$ cat src/rtl/scr_dma_engine.sv
// Block-fill / block-copy engine in front of the scratch RAM; the CPU always wins the port.
// Optional macro SCR_DMA_OVERLAP_EN: copies whose destination overlaps the source run descending.
module scr_dma_engine #(
  parameter int unsigned DATA_W = 10,
  parameter int unsigned ADDR_W = 8
) (
  input  logic              CLK,
  input  logic              RST,
  input  logic              CPU_REQ,
  input  logic [ADDR_W-1:0] CPU_ADDR,
  input  logic [DATA_W-1:0] CPU_DATA,
  input  logic              CPU_WE,
  input  logic              START,
  input  logic              MODE,
  input  logic [ADDR_W-1:0] SRC,
  input  logic [ADDR_W-1:0] DST,
  input  logic [ADDR_W:0]   LEN,
  input  logic [DATA_W-1:0] FILL_VAL,
  input  logic [DATA_W-1:0] SCR_DATA_OUT,
  output logic [ADDR_W-1:0] SCR_ADDR,
  output logic [DATA_W-1:0] SCR_DATA_IN,
  output logic              SCR_WE,
  output logic              BUSY,
  output logic              DONE
);

  typedef enum logic [2:0] {StIdle, StFill, StRd, StWr, StDone} state_e;

  state_e              state_q, state_d;
  logic [ADDR_W-1:0]   src_q, src_d, dst_q, dst_d;
  logic [ADDR_W:0]     cnt_q, cnt_d;
  logic [DATA_W-1:0]   fill_q, fill_d, hold_q, hold_d;
  logic                desc_q, desc_d;
  logic [ADDR_W-1:0]   step;
  logic                last;

`ifdef SCR_DMA_OVERLAP_EN
  logic [ADDR_W-1:0]   dist;
  logic [ADDR_W-1:0]   len_m1;
  assign dist   = DST - SRC;
  assign len_m1 = LEN[ADDR_W-1:0] - ADDR_W'(1);
`endif

  assign step = desc_q ? '1 : ADDR_W'(1);
  assign last = (cnt_q == (ADDR_W+1)'(1));

  always_ff @(posedge CLK) begin
    if (RST) begin
      state_q <= StIdle;
      src_q   <= '0;
      dst_q   <= '0;
      cnt_q   <= '0;
      fill_q  <= '0;
      hold_q  <= '0;
      desc_q  <= 1'b0;
    end else begin
      state_q <= state_d;
      src_q   <= src_d;
      dst_q   <= dst_d;
      cnt_q   <= cnt_d;
      fill_q  <= fill_d;
      hold_q  <= hold_d;
      desc_q  <= desc_d;
    end
  end

  // A CPU_REQ cycle in FILL/RD/WR leaves every register untouched.
  always_comb begin
    state_d = state_q;
    src_d   = src_q;
    dst_d   = dst_q;
    cnt_d   = cnt_q;
    fill_d  = fill_q;
    hold_d  = hold_q;
    desc_d  = desc_q;
    unique case (state_q)
      StIdle: begin
        if (START) begin
          src_d  = SRC;
          dst_d  = DST;
          cnt_d  = LEN;
          fill_d = FILL_VAL;
          desc_d = 1'b0;
`ifdef SCR_DMA_OVERLAP_EN
          if (MODE && (dist != '0) && ({1'b0, dist} < LEN)) begin
            desc_d = 1'b1;
            src_d  = SRC + len_m1;
            dst_d  = DST + len_m1;
          end
`endif
          if (LEN == '0)  state_d = StDone;
          else if (MODE)  state_d = StRd;
          else            state_d = StFill;
        end
      end
      StFill: begin
        if (!CPU_REQ) begin
          dst_d = dst_q + step;
          cnt_d = cnt_q - (ADDR_W+1)'(1);
          if (last) state_d = StDone;
        end
      end
      StRd: begin
        if (!CPU_REQ) begin
          hold_d  = SCR_DATA_OUT;
          state_d = StWr;
        end
      end
      StWr: begin
        if (!CPU_REQ) begin
          src_d   = src_q + step;
          dst_d   = dst_q + step;
          cnt_d   = cnt_q - (ADDR_W+1)'(1);
          state_d = last ? StDone : StRd;
        end
      end
      StDone:  state_d = StIdle;
      default: state_d = StIdle;
    endcase
  end

  always_comb begin
    SCR_ADDR    = CPU_ADDR;
    SCR_DATA_IN = CPU_DATA;
    SCR_WE      = 1'b0;
    if (CPU_REQ) begin
      SCR_WE = CPU_WE;
    end else begin
      unique case (state_q)
        StFill: begin
          SCR_ADDR    = dst_q;
          SCR_DATA_IN = fill_q;
          SCR_WE      = 1'b1;
        end
        StRd: SCR_ADDR = src_q;
        StWr: begin
          SCR_ADDR    = dst_q;
          SCR_DATA_IN = hold_q;
          SCR_WE      = 1'b1;
        end
        default: ;
      endcase
    end
  end

  assign BUSY = (state_q != StIdle);
  assign DONE = (state_q == StDone);

endmodule

$ cat config.mk
export PLATFORM = sky130hd
export DESIGN_NAME = scr_dma_engine
export DESIGN_NICKNAME = d
export VERILOG_FILES = /design/src/rtl/scr_dma_engine.sv
export SDC_FILE = /design/constraint.sdc
export NUM_CORES = 1
export LEC_CHECK = 0
export CORE_MARGIN = 10
export CORE_UTILIZATION = 30
export CTS_BUF_LIST = sky130_fd_sc_hd__clkbuf_2 sky130_fd_sc_hd__clkbuf_4 sky130_fd_sc_hd__clkbuf_8
export DETAILED_ROUTE_END_ITERATION = 8
export HOLD_SLACK_MARGIN = 0.15
export PLACE_DENSITY_LB_ADDON = 0.15
export SKIP_CTS_REPAIR_TIMING = 1
export SLEW_MARGIN = 20
export SYNTH_ARGS = -nofsm -noshare
export SYNTH_HDL_FRONTEND = slang
export SYNTH_SLANG_ARGS = --single-unit
$ cat constraint.sdc
create_clock -name CLK -period 1.8 [get_ports CLK]
set_input_delay 0.18 -clock CLK [delete_from_list [all_inputs] [get_ports CLK]]
set_output_delay 0.18 -clock CLK [all_outputs]
set_load 0.005 [all_outputs]
### Clock distribution, run 1

The bar under the picture is 20 um long.
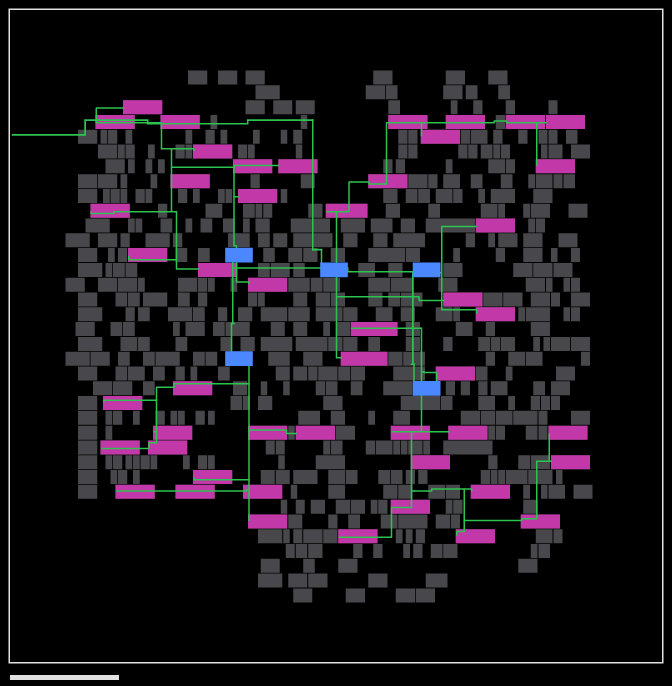
[magenta] flip-flops | count: 48
[green] clock wires | length: 701 um
[blue] cells driving clock nets | count: 5
routed clock nets	6

### Placement by cell class, run 1

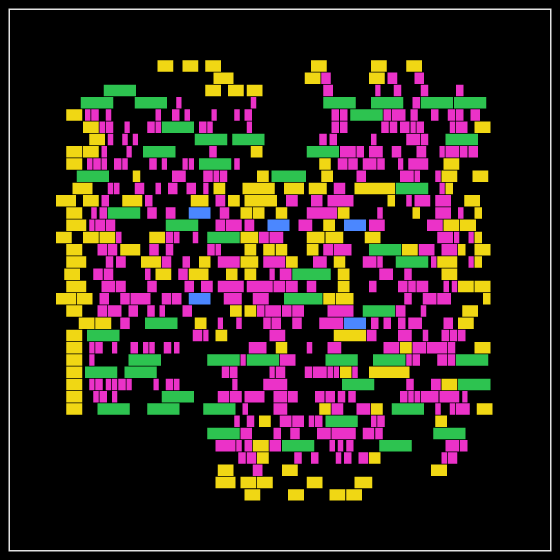
colour	class	cells	share of their area
magenta	all other logic	327	45%
blue	cells driving clock nets	5	1.6%
green	flip-flops	48	22%
yellow	other buffers and delay cells	138	31%

### Track usage over the die, run 1

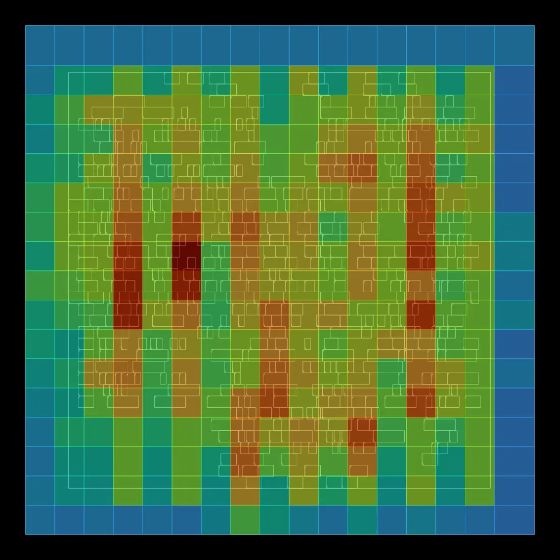
GR met1 Demand/Resource: 17.8%
final core utilization: 46.7%

==> flow_summary.json, run 1 <==
{
  "drtIter0Drc": 241,
  "cp-endpoint": "SCR_ADDR[3]",
  "required_ns": 1.62,
  "fp_util_pct": 30.7,
  "finalWorstSetupSlack_ns": -0.0480,
  "cp.depth": 8,
  "reg_top3": "fill_q (10), hold_q (10), cnt_q (9)",
  "violations": "negative setup slack",
  "cp-startpoint": "state_q[1]$_SDFFE_PP0P_",
  "met1_length_mm": 4.91,
  "wl_met2_mm": 4.75,
  "tns_ns": -0.136,
  "crit_path_max_fanout": 8,
  "area_leaders": "dfxtp_1, a21oi_1, nand2_1",
  "status": "finished, violations left",
  "p_comb_share_pct": 59.3,
  "p_clk_share_pct": 10.9,
  "synthMuxAreaShare_pct": 1.09,
  "path_class": "flip-flop to output pin",
  "comb_share_pct": 42.6,
  "buffers": 138,
  "grtUsageTotal_pct": 13.7,
  "clock.fmax_mhz": 541,
  "cts_tree": "yes",
  "cp_top_family": "buffers and inverters",
  "crit_arrival_ns": 1.67,
  "layout_top_cell": "nand2_1",
  "pwr-share-seq_pct": 29.8,
  "tightest_slew_ns": 0.462,
  "drc_errors": 0,
  "overflow": 0,
  "antennaDiodeCount": 0,
  "design_area_um2": 4550,
  "rsz0062_at_grt": "true",
  "finalCriticalPeriod_ns": 1.85,
  "vias_per_cell": 5.09,
  "rr_endpoint": "cnt_q[0]$_SDFFE_PP0P_",
  "place_inst": 631,
  "top_logic_kind": "AND-OR/OR-AND gates",
  "post-dp-hpwl_mm": 7.57,
  "internal_power_w": 0.00324,
  "syn_avg_cell_area_um2": 7.44,
  "power_leader": "combinational cells",
  "hold_path.class": "input port to flip-flop",
  "drt_first_pass_iters": 4,
  "clockBufferDepth": 2,
  "grtUsageMet2_pct": 21.9,
  "vias": 3315,
  "power_switching_w": 0.00224,
  "path_cells": "buf_6 -> nand2b_4 -> nor3_4 -> buf_6 -> clkbuf_16 -> a222oi_1 -> inv_1 -> buf_2",
  "aoi_share_pct": 29.9,
  "power_clock_w": 0.000595,
  "async_flop_share_pct": 0,
  "num-multi-input-gates": 312,
  "wl_per_cell_um": 16.1,
  "finalSetupViolCount": 4,
  "gr-max-usage-layer": "met2",
  "finalPower_w": 0.00547,
  "finalNetCount": 593,
  "n_tap_cell": 133,
  "buf_share_pct": 29.7,
  "hold-path-endpoint": "dst_q[3]$_SDFFE_PP0P_",
  "sh_seq_area_pct": 21.3,
  "flop-count": 48,
  "synthAdderAreaFrac_pct": 1.67,
  "die_x_um": 120,
  "netlist_area_um2": 2990,
  "wirelength_mm": 10.5,
  "grt_pass1_wl_mm": 16.6,
  "yosys_area_um2": 2990,
  "ys_cells": 402,
  "ys_ff": 48,
  "die_y_um": 120,
  "cp_slowest_stage_delay_ns": 0.35,
  "met3_usage_pct": 4.55,
  "synth_warnings": 0,
  "synth.net_count": 475,
  "placed_area_um2": 4200,
  "final_max_slew_viol_count": 0,
  "multiInputGateArea_um2": 1940,
  "chipArea_um2": 14400,
  "rows": 36
}
==> run 2: changes to the inputs <==
- CORE_MARGIN: 10 -> default
### Placement by cell class, run 2

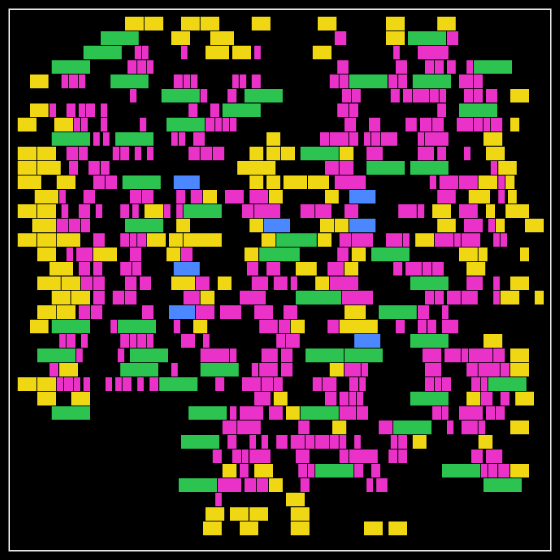
colour	class	cells	share of their area
blue	clock drivers and dummy loads	7	2.3%
yellow	other buffers and delay cells	131	29%
magenta	all other logic	327	46%
green	flip-flops	48	23%

==> flow_summary.json, run 2 <==
{
  "gr-max-usage-layer": "met2",
  "reg_top3": "fill_q (10), hold_q (10), cnt_q (9)",
  "die_y_um": 102,
  "cp_top_family": "buffers and inverters",
  "path_class": "flip-flop to output pin",
  "area_leaders": "dfxtp_1, a21oi_1, nand2_1",
  "p_comb_share_pct": 56.3,
  "wl_per_cell_um": 14.7,
  "tightest_slew_ns": 0.415,
  "cp.depth": 5,
  "synth_warnings": 0,
  "chipArea_um2": 10400,
  "num-multi-input-gates": 312,
  "internal_power_w": 0.00317,
  "antennaDiodeCount": 0,
  "violations": "negative setup slack",
  "met1_length_mm": 4.42,
  "crit_arrival_ns": 1.67,
  "wl_met2_mm": 4.34,
  "grtUsageMet2_pct": 29.5,
  "grt_pass1_wl_mm": 14.6,
  "rsz0062_at_grt": "true",
  "design_area_um2": 4450,
  "clockBufferDepth": 2,
  "placed_area_um2": 4220,
  "layout_top_cell": "clkdlybuf4s50_1",
  "synth.net_count": 475,
  "tns_ns": -0.172,
  "async_flop_share_pct": 0,
  "power_switching_w": 0.00219,
  "drtIter0Drc": 215,
  "die_x_um": 102,
  "finalWorstSetupSlack_ns": -0.0529,
  "ys_seq_share_pct": 32.1,
  "power_leader": "combinational cells",
  "global_route.usage.met1_pct": 23.1,
  "n_tap_cell": 133,
  "finalPower_w": 0.00536,
  "drt_first_pass_iters": 6,
  "place_inst": 633,
  "aoi_share_pct": 29.9,
  "hold_path.class": "input port to flip-flop",
  "ys_cells": 402,
  "flop-count": 48,
  "crit_path_max_fanout": 9,
  "rr_endpoint": "cnt_q[4]$_SDFFE_PP0P_",
  "required_ns": 1.62,
  "synthMuxAreaShare_pct": 1.09,
  "drc_errors": 0,
  "fin_util_pct": 45.7,
  "comb_share_pct": 42.9,
  "yosys_area_um2": 2990,
  "finalSetupViolCount": 4,
  "multiInputGateArea_um2": 1910,
  "finalCriticalPeriod_ns": 1.85,
  "pwr-share-seq_pct": 30.3,
  "largest_class": "combinational gates",
  "cp_slowest_stage_delay_ns": 0.45,
  "post-dp-hpwl_mm": 6.79,
  "cts_tree": "yes",
  "p_clk_share_pct": 13.4,
  "power_clock_w": 0.000717,
  "vias": 3325,
  "cp-endpoint": "BUSY",
  "buffers": 131,
  "buf_share_pct": 28.1,
  "clock.fmax_mhz": 540,
  "final_max_slew_viol_count": 0,
  "fp_util_pct": 30.7,
  "overflow": 0,
  "wirelength_mm": 9.48,
  "met3_usage_pct": 3.63,
  "grtUsageTotal_pct": 17.6,
  "finalNetCount": 586,
  "status": "finished, violations left"
}
### Clock distribution, run 2

The bar under the picture is 20 um long.
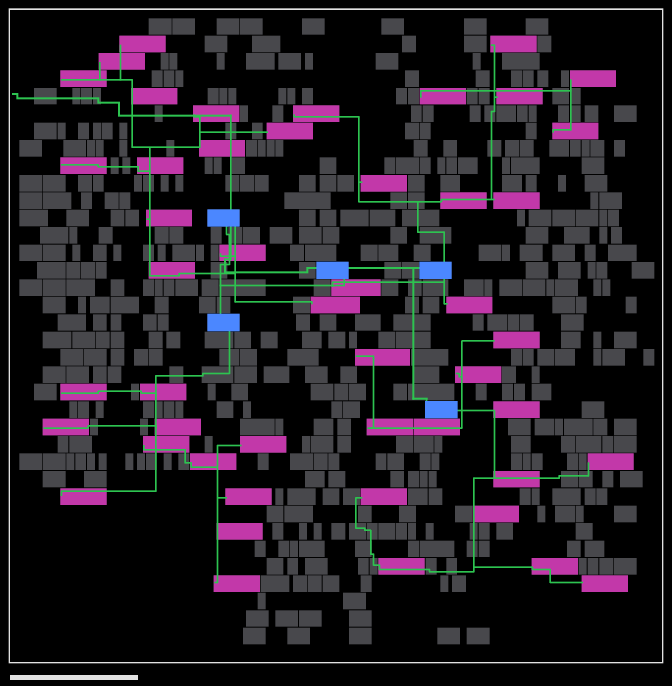
[magenta] flip-flops | count: 48
[green] clock wires | length: 718 um
[blue] cells driving clock nets | count: 5
routed clock nets	6
flops lie	widely spread

Power and IR drop assume default switching activity.
